File: src/rtl/fifo_relay_ctrl.sv
// fifo_relay_ctrl: relays words from a source FIFO to a sink FIFO with enable, burst gaps and busy; FRC_WORD_CNT_EN adds Word_Cnt
module fifo_relay_ctrl #(
  parameter int DATA_W    = 8,
  parameter int RD_LAT    = 1,
  parameter int MAX_BURST = 16,
  parameter int CNT_W     = 16
)(
  input  logic              CLK,
  input  logic              RSTn,
  input  logic              En,
  input  logic              Empty_Sig,
  input  logic [DATA_W-1:0] FIFO_Read_Data,
  output logic              Read_Req_Sig,
  input  logic              Full_Sig,
  output logic [DATA_W-1:0] FIFO_Write_Data,
  output logic              Write_Req_Sig,
  output logic              Busy
`ifdef FRC_WORD_CNT_EN
  ,
  output logic [CNT_W-1:0]  Word_Cnt
`endif
);
  typedef enum logic [2:0] {S_IDLE, S_RD, S_WAIT, S_WCHK, S_WR, S_GAP} state_t;
  localparam logic [2:0] LAT  = 3'(RD_LAT);
  localparam logic [7:0] LAST = 8'(MAX_BURST - 1);
  state_t r_state, w_next;
  logic [2:0] r_lat;
  logic [7:0] r_burst;
  logic [DATA_W-1:0] r_data;
  logic r_rd, r_wr, r_busy;
  logic w_go, w_cap;
  if (RD_LAT < 1 || RD_LAT > 4 || MAX_BURST < 1 || MAX_BURST > 255 || CNT_W < 1) begin : g_bad_param
    $error("fifo_relay_ctrl: parameter out of range");
  end
  assign w_go  = En && !Empty_Sig;
  assign w_cap = (r_state == S_WAIT) && (r_lat == 3'd1);
  // next state: Empty_Sig and En only matter in IDLE and WR
  always_comb begin
    w_next = S_IDLE;
    case (r_state)
      S_IDLE:  w_next = w_go ? S_RD : S_IDLE;
      S_RD:    w_next = S_WAIT;
      S_WAIT:  w_next = w_cap ? S_WCHK : S_WAIT;
      S_WCHK:  w_next = Full_Sig ? S_WCHK : S_WR;
      S_WR:    w_next = (r_burst == LAST) ? S_GAP : w_go ? S_RD : S_IDLE;
      default: w_next = S_IDLE;
    endcase
  end
  // state, latency countdown, burst count and captured word
  always_ff @(posedge CLK or negedge RSTn) begin
    if (!RSTn) begin
      r_state <= S_IDLE;
      r_lat   <= '0;
      r_burst <= '0;
      r_data  <= '0;
    end else begin
      r_state <= w_next;
      r_lat   <= (r_state == S_RD) ? LAT : (r_state == S_WAIT) ? r_lat - 3'd1 : r_lat;
      r_burst <= (r_state != S_WR) ? r_burst : (w_next == S_RD) ? r_burst + 8'd1 : 8'd0;
      r_data  <= w_cap ? FIFO_Read_Data : r_data;
    end
  end
  // strobes and busy are registered from the next state so outputs never see inputs combinationally
  always_ff @(posedge CLK or negedge RSTn) begin
    if (!RSTn) begin
      r_rd   <= 1'b0;
      r_wr   <= 1'b0;
      r_busy <= 1'b0;
    end else begin
      r_rd   <= w_next == S_RD;
      r_wr   <= w_next == S_WR;
      r_busy <= w_next != S_IDLE;
    end
  end
  assign Read_Req_Sig    = r_rd;
  assign Write_Req_Sig   = r_wr;
  assign Busy            = r_busy;
  assign FIFO_Write_Data = r_data;
`ifdef FRC_WORD_CNT_EN
  logic [CNT_W-1:0] r_cnt;
  // total pushes, wrapping naturally at 2^CNT_W
  always_ff @(posedge CLK or negedge RSTn) begin
    if (!RSTn) r_cnt <= '0;
    else r_cnt <= (r_state == S_WR) ? r_cnt + CNT_W'(1) : r_cnt;
  end
  assign Word_Cnt = r_cnt;
`endif
endmodule
File: config.mk
export PLATFORM = sky130hd
export DESIGN_NAME = fifo_relay_ctrl
export DESIGN_NICKNAME = d
export VERILOG_FILES = /design/src/rtl/fifo_relay_ctrl.sv
export SDC_FILE = /design/constraint.sdc
export NUM_CORES = 1
export LEC_CHECK = 0
export ABC_AREA = 1
export CORE_MARGIN = 8
export CORE_UTILIZATION = 30
export DETAILED_ROUTE_END_ITERATION = 8
export PLACE_DENSITY = 0.54
export SETUP_SLACK_MARGIN = 0.3
export SLEW_MARGIN = 30
export SYNTH_ARGS = -nofsm -noshare
export SYNTH_HDL_FRONTEND = slang
export SYNTH_SLANG_ARGS = --single-unit
File: constraint.sdc
create_clock -name CLK -period 2.6 [get_ports CLK]
set_input_delay 0.26 -clock CLK [delete_from_list [all_inputs] [get_ports CLK]]
set_output_delay 0.26 -clock CLK [all_outputs]
set_load 0.05 [all_outputs]
Figure 1. Signal wires on met2 (run 1).
The bar under the picture is 20 um long.
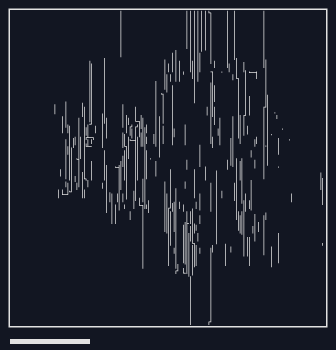
The layer holds 51% of the routed length. 145 nets have wire on it. The wires run mostly vertical. The longest straight run is 23.1 um.

Figure 2. Power grid (run 1).
Pins as bars on the die edge. Tap cells in grey.
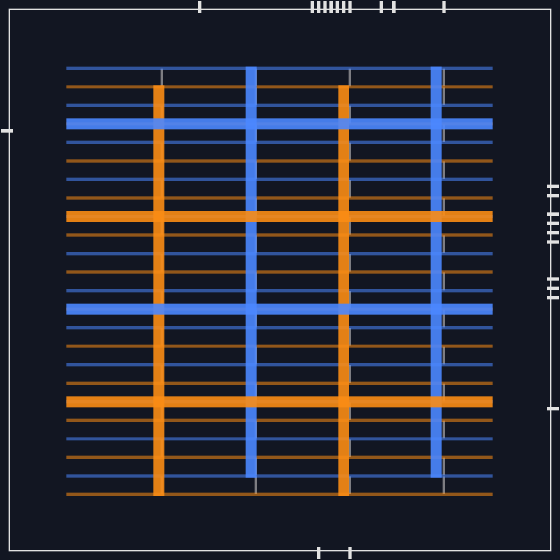
Key: blue = VDD; orange = VSS
The core has 23 rows. 4 straps on met5.

Figure 3. Cell classes on the final placement (run 1).
The bar under the picture is 20 um long. Fill, decap, tap and diode cells in grey.
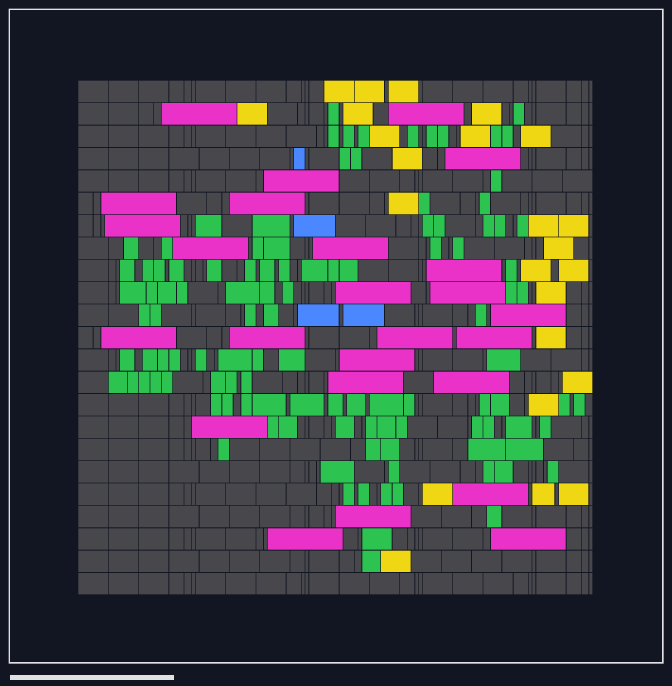
Key: yellow = remaining buffers and delay cells [cells 24, share of their area 16%]; magenta = sequential cells [cells 25, share of their area 42%]; blue = clock drivers and dummy loads [cells 4, share of their area 3.0%]; green = remaining logic cells [cells 111, share of their area 39%]
row cnt: 23
Placeable Area: 3910 um2
flop share of the area: 40.5%
design area: 1550 um2

==> reports/results.txt, run 1 <==
WP buf/inv: 1
CP Class: flop to output port
Post-synth EDFFs: 0
largest area contributor in the netlist: dfrtp_1
Setup WS post-layout: 0.897 ns
DR vias/cell: 4.46
die footprint: 6280 um2
Initial Util: 30.7%
beginning of the critical path: FIFO_Write_Data[2]
worst-path cell chain: clkdlybuf4s50_1
Final Hold Fails: 0
Fmax: 587 MHz
Root Driver: clkbuf_8
initial antenna violation count: 0
Routed WL: 2560 um
DP HPWL: 1980 um
via count: 954
Reg2Reg Setup Slack: 1.14 ns
Hold WS: 0.355 ns
Ys Warns: 0
Clock Tree Buf Depth: 2
gr usage total: 8.19%
status: finished clean
Crit Path Max Fanout: 2
Synth area leaders: dfrtp_1 52%, nand2_1 15%, inv_1 5.0%
Post-layout nets: 181
area of the multi-input gates: 512 um2
Rel. slew slack: 66.0%
GPL Wtd Cong: 0.742
Die Height: 79.3 um
drc violations: 0
# IOs: 24
Commonest Layout Cell: nand2_1
Layout fillers: 434
number of synthesized register bits: 25
clk sinks: 25
leakage power: 0.000783 uW
Routed WL per cell: 12.0 um
yosys stat chip area: 1200 um2
largest net degree at the start of global routing: 26
[run 1: power by group]
part / total (uW) / switching (uW) / leakage, uW / internal, uW
Sequential: 714 / 141 / 0.000309 / 573
Clock: 228 / 118 / 0.0000228 / 109
Combinational: 1020 / 667 / 0.000451 / 351
[run 1: synthesized netlist by cell type (2+ instances only)]
cell type  number
xor2_1          2
ha_1            3
dfrtp_1        25
nand3_1         7
o22ai_1         2
xnor2_1         2
nor2_2          2
a21oi_1         5
o21ai_2         2
nor2_1          5
nor2_4          3
nand2_4         4
nand2_1        48
nand4_1         5
inv_1          16
[run 1: per-stage QoR]
stage          utilization [%]  instance area, um2  total power [uW]  instances
2_1_floorplan                -                1200              1430        136
3_3_place_gp              38.4                1500              1720        210
3_5_place_dp              38.4                1500              1750        210
4_1_cts                   39.5                1550              1990        214
5_1_grt                   39.5                1550              2100        214
6_report                  39.5                1550              1960        214
[run 1: logic make-up (layout without fill, tap and decap cells)]
kind of cell,Yosys count,count (layout),share of synthesized area (%)
simple gates,77,77,31.6
compound gates,10,10,5.00
fa+ha+maj,3,3,3.13
xor+xnor,4,4,2.92
flops,25,25,52.1
buf+inv,17,45,5.31
[run 1: layout make-up]
| class | count | area share [%] |
|---|---|---|
| flip-flops and latches | 25 | 40.5 |
| multi-input cells | 94 | 33.1 |
| repair buffers | 24 | 15.4 |
| inverters | 17 | 4.13 |
| well taps | 50 | 4.05 |
| clock buffers | 4 | 2.91 |
[run 1: sequential cells by signal, indices dropped and copies added, names as in the netlist]
signal	cells
Busy	1
FIFO_Write_Data	8
Read_Req_Sig	1
Write_Req_Sig	1
r_burst	8
r_lat	3
r_state	3
[run 1: layer usage]
metal / up-vias / global-route usage (%) / routed length [um]
met3: 2 / 2.37 / 128
met2: 13 / 14.5 / 1310
met4: 0 / 1.67 / 19
met5: - / 0 / 0
li1: 481 / - / -
met1: 458 / 9.49 / 1100
[run 1: final timing paths]
kind,endpoint,depth (start not counted)
max reg2reg,r_burst[5],8
min,r_lat[1],2
min in group CLK,FIFO_Write_Data[1],2
max in group asynchronous,r_burst[0],2
max,FIFO_Write_Data[2],1
min reg2reg,FIFO_Write_Data[1],2
==> run 2: changes to the inputs <==
==> constraint.sdc (replaced) <==
create_clock -name CLK -period 1.7 [get_ports CLK]
set_input_delay 0.17 -clock CLK [delete_from_list [all_inputs] [get_ports CLK]]
set_output_delay 0.17 -clock CLK [all_outputs]
set_load 0.05 [all_outputs]
Figure 4. Power grid (run 2).
Pins as bars on the die edge. Tap cells in grey.
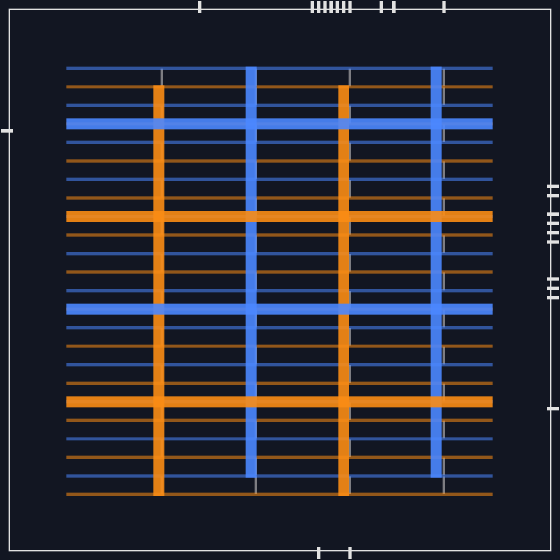
Key: blue = VDD; orange = VSS
The core has 23 rows. 4 straps on met5. 24 signal pins sit on the boundary. 50 tap cells. 4 straps on met4.

==> run 2 against run 1 <==
  * Critical path depth up 7
  * Via count up 4.7%
  * Final cell count up 4.7%
  * Wire length up 5.0%
  * Final area up 7.0%
  * Total power up 60%
  * Synthesized area unchanged
  * Synthesized cell count unchanged
  * Critical endpoint is now r_burst[3]
  * Largest power group unchanged
==> reports/results.txt, run 2 <==
Reg2Reg Setup Slack: 0.33 ns (was 1.14 ns)
Fmax: 728 MHz
# IOs: 24 (unchanged)
via count: 999 (was 954)
Die Height: 79.3 um (unchanged)
clk sinks: 25 (unchanged)
status: finished clean (unchanged)
sequential power share: 34.4% (was 36.4%)
Clock power frac: 11.0% (was 11.6%)
die footprint: 6280 um2 (unchanged)
GPL Wtd Cong: 0.739 (was 0.742)
r2r endpoint: r_burst[3] (was r_burst[5])
Net Sw Frac: 47.6% (was 47.3%)
CP Class: flop to flop (was flop to output port)
Post-DP Area: 1500 um2 (about the same)
reg2reg path depth: 8 (unchanged)
Routed WL per cell: 12.0 um (about the same)
Post-layout nets: 191 (was 181)
most frequent cells after synthesis: 48 x nand2_1, 25 x dfrtp_1, 16 x inv_1 (unchanged)
DR vias/cell: 4.46 (about the same)
Routed WL: 2690 um (was 2560 um)
Synth area leaders: dfrtp_1 52%, nand2_1 15%, inv_1 5.0% (unchanged)
Root Driver: clkbuf_8 (unchanged)
Initial Util: 30.7% (unchanged)
drc violations: 0 (unchanged)
gr usage total: 8.26% (was 8.19%)
Final Util: 42.3% (was 39.5%)
design area: 1660 um2 (was 1550 um2)
largest area contributor in the netlist: dfrtp_1 (unchanged)
Clock Tree Buf Depth: 2 (unchanged)
Final Hold Fails: 0 (unchanged)
Net Sw Power: 1490 uW (was 926 uW)
largest net degree at the start of global routing: 26 (unchanged)
yosys stat chip area: 1200 um2 (unchanged)
Post-synth EDFFs: 0 (unchanged)
reg2reg start: r_burst[1] (was r_burst[0])
initial antenna violation count: 0 (unchanged)
number of synthesized register bits: 25 (unchanged)
## run 2: area by class of cell
cell class / count / area, um2
Clock buffer: 4 / 45.0
Fill cell: 411 / 2260
Inverter: 17 / 67.6
Timing Repair Buffer: 34 / 297
Multi-Input combinational cell: 94 / 557
Sequential cell: 25 / 627
Tap cell: 50 / 62.6
## run 2: worst max-delay path by stage
stage | from | endpoint | cells past startpoint
after global routing | r_burst[1] | r_burst[2] | 8
after detailed placement | r_burst[0] | r_burst[4] | 8
after CTS | r_burst[1] | r_burst[4] | 8
after floorplan | r_burst[0] | r_burst[2] | 8
final | r_burst[1] | r_burst[3] | 8
after global placement | r_burst[0] | r_burst[4] | 8
## run 2: kinds of logic after synthesis
family,synth area share (%)
buf+inv,5.31
compound gates,5.00
simple gates,31.6
xor+xnor,2.92
fa+ha+maj,3.13
flops,52.1
## run 2: power by group through the flow
stage | Sequential (uW) | Combinational, uW | Clock, uW
4_1_cts | 1060 | 1590 | 359
5_1_grt | 1120 | 1890 | 379
2_1_floorplan | 1500 | 697 | 0
3_3_place_gp | 1080 | 1550 | 0
3_5_place_dp | 1100 | 1580 | 0
6_report | 1080 | 1720 | 345
## run 2: critical path, cell delays in order (launching register included)
cell	delay, ns
dfrtp_1	0.40
ha_2	0.20
nand3_2	0.09
nor2_4	0.05
nand2_4	0.09
nand2_4	0.06
nor2_4	0.15
nand2_4	0.11
a21oi_1	0.14
## run 2: layer usage
metal | share of wire, % | track usage [%] | up-vias
met3 | 4.1 | 1.81 | 2
met2 | 51 | 14.2 | 15
met5 | 0 | 0 | -
li1 | - | - | 503
met1 | 45 | 10.1 | 479
met4 | 0.48 | 2.22 | 0
## run 2: what timing repair did
| action | in CTS | in global routing |
|---|---|---|
| setup buffers | 4 | 5 |
| resized | 9 | 13 |
| cloned | 0 | 0 |
| endpoints found under the setup margin | 17 | 10 |
| pin swaps | 2 | 7 |
## run 2: through the flow
stage,worst slack [ns],power (uW),hold slack [ns],cells
after floorplan,0.404,2190,-0.126,136
after global placement,0.328,2630,0.453,211
after detailed placement,0.270,2680,0.464,211
after CTS,0.305,3010,0.285,219
after global routing,0.242,3380,0.314,224
final,0.327,3140,0.267,224
No activity file was given, so power comes from the tool's default toggle rates.
